Fig. 1: power grid
Scale bar: 20 um. Pins as bars on the die edge. Tap cells in gray.
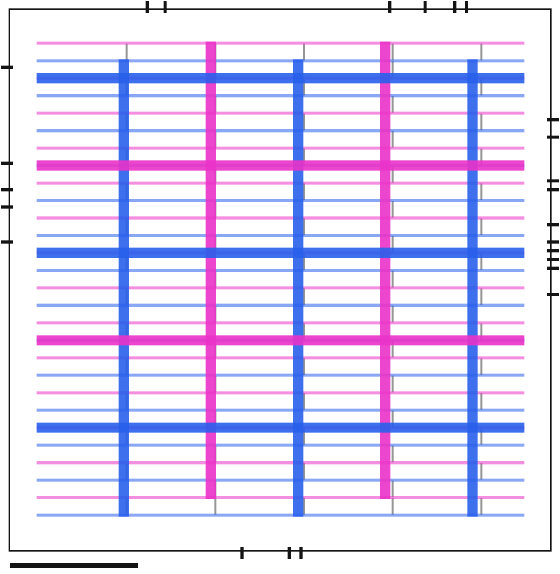
Fig. 2: signal metal coverage by tile
The die is cut into 17 by 17 equal tiles; dark blue is low, red is high, scaled to the fullest tile. Values are wire area over tile area, all layers added.
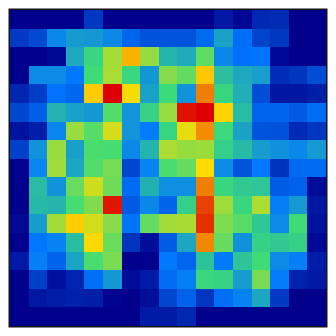
Fig. 3: wires at chosen ports, followed through buffers
Scale bar: 20 um.
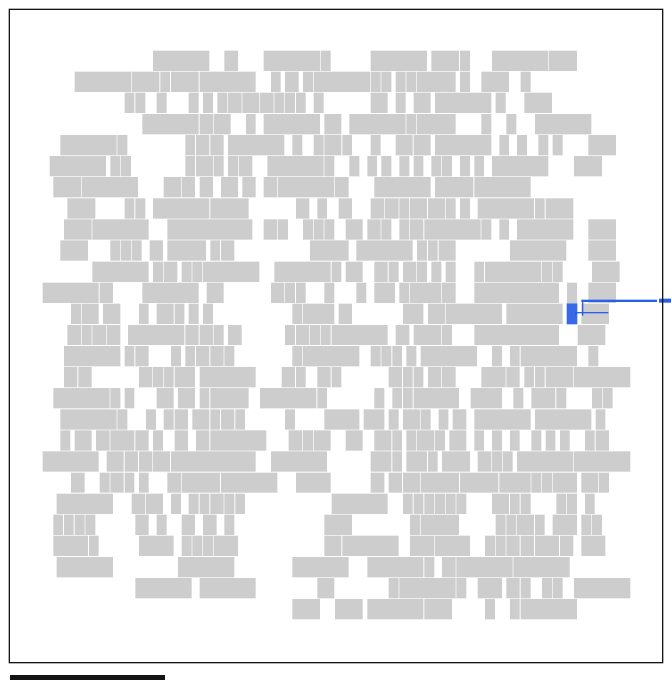
Fig. 4: placed cells, one color a class
Fill, decap, tap and diode cells in gray.
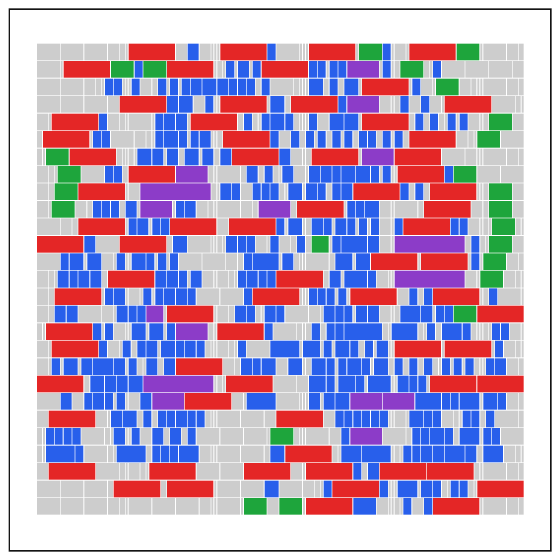
Fig. 5: cell outlines without signal wires
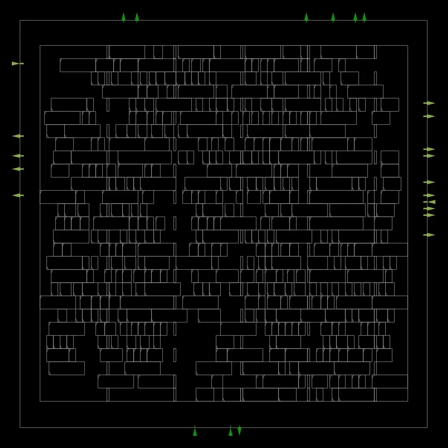
$ cat src/rtl/uart_rx_word.sv
// rtl/uart_rx_word.sv - 8N1 UART receiver pairing bytes into 16-bit words
module uart_rx_word #(
  parameter int CLKS_PER_BIT = 1736,
  parameter int TIMEOUT_BITS = 20
) (
  input  logic        clk,
  input  logic        rst,
  input  logic        uart_rxd,
  output logic [16:1] word_data,
  output logic        word_valid,
  input  logic        word_ready,
  output logic        frame_err,
  output logic        overrun,
  output logic        rx_busy
);

  localparam int CW        = $clog2(CLKS_PER_BIT);
  localparam int GAP_LIMIT = TIMEOUT_BITS * CLKS_PER_BIT;
  localparam int GW        = $clog2(GAP_LIMIT + 1);

  localparam logic [CW-1:0] HALF_LAST = CW'(CLKS_PER_BIT / 2 - 1);
  localparam logic [CW-1:0] BIT_LAST  = CW'(CLKS_PER_BIT - 1);
  localparam logic [GW-1:0] GAP_END   = GW'(GAP_LIMIT);

  typedef enum logic [2:0] {IDLE, START, DATA, STOP, BREAK} state_t;

  state_t          state, state_next;
  logic            rxd_m, rxd_s;
  logic [CW-1:0]   cnt;
  logic [2:0]      bit_idx;
  logic [7:0]      shreg;
  logic [7:0]      hi_byte;
  logic            half_full;
  logic [GW-1:0]   gap_cnt;

  logic bit_end, stop_sample, byte_ok, byte_bad, word_done, load_ok;

  assign bit_end     = (cnt == BIT_LAST);
  assign stop_sample = (state == STOP) && bit_end;
  assign byte_ok     = stop_sample && rxd_s;
  assign byte_bad    = stop_sample && !rxd_s;
  assign word_done   = byte_ok && half_full;
  assign load_ok     = !word_valid || word_ready;
  assign rx_busy     = (state != IDLE);

  // Two-flop synchronizer on the asynchronous serial pin
  always_ff @(posedge clk) begin
    if (rst) begin
      rxd_m <= 1'b1;
      rxd_s <= 1'b1;
    end else begin
      rxd_m <= uart_rxd;
      rxd_s <= rxd_m;
    end
  end

  // Frame state register
  always_ff @(posedge clk) begin
    if (rst) state <= IDLE;
    else     state <= state_next;
  end

  // Next-state decode; BREAK holds until the line returns high so a stuck-low line cannot restart a frame
  always_comb begin
    state_next = state;
    case (state)
      IDLE:    if (!rxd_s) state_next = START;
      START:   if (cnt == HALF_LAST) state_next = rxd_s ? IDLE : DATA;
      DATA:    if (bit_end && bit_idx == 3'd7) state_next = STOP;
      STOP:    if (bit_end) state_next = rxd_s ? IDLE : BREAK;
      BREAK:   if (rxd_s) state_next = IDLE;
      default: state_next = IDLE;
    endcase
  end

  // Bit-timing counter: cleared on every state change and after each data sample
  always_ff @(posedge clk) begin
    if (rst) begin
      cnt <= '0;
    end else if (state_next != state || (state == DATA && bit_end)) begin
      cnt <= '0;
    end else if (state == START || state == DATA || state == STOP) begin
      cnt <= cnt + 1'b1;
    end
  end

  // Data bit shifter, LSB arrives first so it ends up in bit 0
  always_ff @(posedge clk) begin
    if (rst) begin
      bit_idx <= '0;
      shreg   <= '0;
    end else if (state == START) begin
      bit_idx <= '0;
    end else if (state == DATA && bit_end) begin
      shreg   <= {rxd_s, shreg[7:1]};
      bit_idx <= bit_idx + 1'b1;
    end
  end

  // Byte pairing and the inter-byte timeout that drops a lone first byte
  always_ff @(posedge clk) begin
    if (rst) begin
      half_full <= 1'b0;
      hi_byte   <= '0;
      gap_cnt   <= '0;
    end else begin
      if (state == IDLE && half_full) begin
        if (gap_cnt == GAP_END) begin
          half_full <= 1'b0;
          gap_cnt   <= '0;
        end else begin
          gap_cnt <= gap_cnt + 1'b1;
        end
      end else begin
        gap_cnt <= '0;
      end
      if (byte_ok) begin
        if (half_full) begin
          half_full <= 1'b0;
        end else begin
          hi_byte   <= shreg;
          half_full <= 1'b1;
        end
      end else if (byte_bad) begin
        half_full <= 1'b0;
      end
    end
  end

  // One-word output buffer with sticky overrun and a single-cycle frame error pulse
  always_ff @(posedge clk) begin
    if (rst) begin
      word_data  <= '0;
      word_valid <= 1'b0;
      frame_err  <= 1'b0;
      overrun    <= 1'b0;
    end else begin
      frame_err <= byte_bad;
      if (word_done && load_ok) begin
        word_data  <= {hi_byte, shreg};
        word_valid <= 1'b1;
      end else begin
        if (word_done) overrun <= 1'b1;
        if (word_valid && word_ready) word_valid <= 1'b0;
      end
    end
  end

endmodule
$ cat config.mk
export PLATFORM = sky130hd
export DESIGN_NAME = uart_rx_word
export DESIGN_NICKNAME = d
export VERILOG_FILES = /design/src/rtl/uart_rx_word.sv
export SDC_FILE = /design/constraint.sdc
export NUM_CORES = 1
export LEC_CHECK = 0
export ABC_AREA = 1
export CAP_MARGIN = 0
export CORE_MARGIN = 4
export CORE_UTILIZATION = 55
export DETAILED_ROUTE_END_ITERATION = 16
export PLACE_DENSITY = 0.78
export SLEW_MARGIN = 40
export SYNTH_ARGS = -nofsm -noshare
export SYNTH_HDL_FRONTEND = slang
export SYNTH_SLANG_ARGS = --single-unit
$ cat constraint.sdc
create_clock -name clk -period 3.24 [get_ports clk]
set_input_delay 0.324 -clock clk [delete_from_list [all_inputs] [get_ports clk]]
set_output_delay 0.324 -clock clk [all_outputs]
set_load 0.05 [all_outputs]
==> results.ini <==
[cts]
cts.hold.buffers_added=0
postCtsSetupRepairBufs=0
clkTransAtPathRegs_ns=0.08
cts_root_buf=clkbuf_8
worstSkewPairLatency_ns=0.34
clockBufferDepth=2
clock-sinks=71
cts_made_buffers=9
cts_tree=done
h-tree-depth=3
cts_resized=0

[timing]
relSlewSlack_pct=50.3
slew_viol_final=0
setup_slack_ns=1.06
period_needed_ns=2.18
skew_ns=0.0110
tightest_slew_ns=0.743
finalSetupViolCount=0
finalSetupTns_ns=0
rsz0062_at_grt=false
finalHoldViolCount=0
fmax_mhz=459
finalCritPeriodShare_pct=67.3

[run]
drv_cap=0
tool_warnings=27

[yosys]
yosys_warnings=0
ys.flop_type=dfxtp_1
ys_types=35
async_flop_share_pct=0
edf_count=0
synth_area_per_cell_um2=7.30
yosys_area_um2=3180
netlist_instances=436
syn_nets=445
ys_cells=436
syn_area_um2=3180
ys_ff=71

[routing]
drtAntennaViolNets=0
via_per_inst=5.17
dr.first_iter.drc_count=211
firstDrtPassIters=5
drc=0

[worst_setup_path]
critPathCapture=hi_byte[4]$_SDFFE_PP0P_
worst-path-stages=8
crit_fanout=18
cp-startpoint=cnt[0]$_SDFFE_PP0P_
setup.worst_path.end_class=register
regToRegEndpoint=hi_byte[4]$_SDFFE_PP0P_
path_class=reg2reg
cp_slowest_cell=nor3_4
ff2ff_setup_slack_ns=1.06
path_delay_family=simple AND/OR/NAND/NOR gates
worstPathArrival_ns=2.41
startpoint_type=register
cp.required_ns=3.47
path_cells=ha_1 -> nand2_1 -> nor2_4 -> nand3_2 -> nor3_4 -> nand2_4 -> o21ai_1 -> nor2_1
critical_path.max_stage_delay_ns=0.59
critPathBufInv=0
r2r_start=cnt[0]$_SDFFE_PP0P_
r2r_cells=8

[min_path]
hp-start=rxd_m$_SDFF_PP1_
holdPathEnd=rxd_s$_SDFF_PP1_
holdCritPathClass=reg2reg
min_path_cells=1

[power_and_ir_drop]
p_total_mw=1.88
leakage_nw=1.37
powerDensity_nw_per_um2=505

[layout]
drive_gt1_share_pct=8.86
combGateArea_um2=1450
flop_area_um2=1420
nets=467
area_growth_pct=16.8
antennaDiodeCount=0
lay_top_count=nor2_1
lay_top_cells=nor2_1 (85), dfxtp_1 (71), nand2_1 (60)

[floorplan]
chip_area_um2=7070
fp_util_pct=57.1

[global_route]
grt_max_degree=35
antenna_found_initial=0
grt_pass1_wl_um=11000
first_global_vias=2586
grt_overflow=0

[placed_design]
dpl_cell_area_um2=3440
place_ws_ns=0.970
post-dp-hpwl_um=4320
gp_congestion=0.822

[run_status]
status=finished clean

Back to the opening pictures, Fig. 1:
Key: VSS = blue; VDD = magenta
28 met1 rails follow the rows. 72 tap cells.
die width: 84.1 um
Peak VDD IR: 0.375 mV
CORE AREA: 5570 um2
Chip Height: 84.1 um

Back to the opening pictures, Fig. 2:
The fullest tile reaches 0.47. The mean over all tiles is 0.14. The emptiest ninth of the die: upper right. 22% of the tiles are over half the peak. The densest ninth of the die: center. 17% of the tiles are nearly empty.
WL/cell: 11.8 um
final WL: 6310 um
via count: 2767
GRT Overall Usage: 18.7%

Back to the opening pictures, Fig. 3:
Key: `word_ready` = blue [direction input, end cells 1, buffers 1, wire 15.8 um]
Ports: 24
port bufs: 23

Back to the opening pictures, Fig. 4:
Key: all other logic = blue [cells 352, share of their area 47%]; clock drivers and dummy loads = purple [cells 16, share of their area 7.7%]; flip-flops = red [cells 71, share of their area 39%]; other buffers and delay cells = green [cells 24, share of their area 6.6%]
Core Rows: 27
Seq area share: 38.3%
fin util: 66.6%
design area: 3710 um2

Back to the opening pictures, Fig. 5:
FFs & Latches: 71
Filler cells: 503
Post-Layout Cell Count: 535
Tap Count: 72

## kinds of logic (layout without fill, tap and decap cells)
logic type,count (synthesis),after routing,synth area share (%)
AND-OR/OR-AND,47,47,7.75
XOR/XNOR,10,10,2.75
adder cells (fa/ha/maj),5,5,1.97
buffers and inverters,77,104,9.87
flip-flops,71,71,44.7
multiplexers,1,1,0.315
AND/OR/NAND/NOR,225,225,32.7
## cell type report
cell class,count,area share (%)
Clock buffer,11,4.08
Clock inverter,5,3.44
Inverter,64,6.47
Multi-Input combinational cell,288,38.9
Sequential cell,71,38.3
Tap cell,72,2.43
Timing Repair Buffer,24,6.40
## sequential cells by signal, summed over array words and instances, names as in the netlist
register,flops
hi_byte,8
word_valid,1
rxd_s,1
overrun,1
frame_err,1
rxd_m,1
half_full,1
cnt,11
state,3
word_data,16
bit_idx,3
shreg,8
gap_cnt,16
## cell usage after synthesis, types with 4 or more instances
master,instances,area share [%]
clkbuf_1,4,0.47
nand3_1,20,3.1
ha_1,5,2.0
nor3_1,15,2.4
nand4_1,24,4.7
dfxtp_1,71,45
xor2_1,8,2.2
inv_2,7,0.83
o21ai_1,8,1.3
inv_1,56,6.6
or2_2,4,0.79
nand2_1,60,7.1
nand2_2,4,0.79
nor2_1,85,10
a21oi_1,22,3.5
o21ai_0,11,1.7
## where the power goes
group          internal [mW]  switching [mW]
clock network          0.632           0.325
logic                 0.0152          0.0287
registers              0.875         0.00247
## metal layers
layer | global-route usage [%] | part of all wire [%]
met1 | 23.4 | 48
met5 | 0 | 0
met3 | 4.84 | 4.8
met4 | 5.41 | 0.55
met2 | 31.4 | 47
## through the flow
step,std cells,hold WS (ns)
detailed placement,519,0.404
CTS,535,0.419
global route,535,0.452
floorplan,436,0.389
global placement,519,0.395
finish,535,0.416
Power figures rest on the tool's default switching activity, not on a simulated workload.
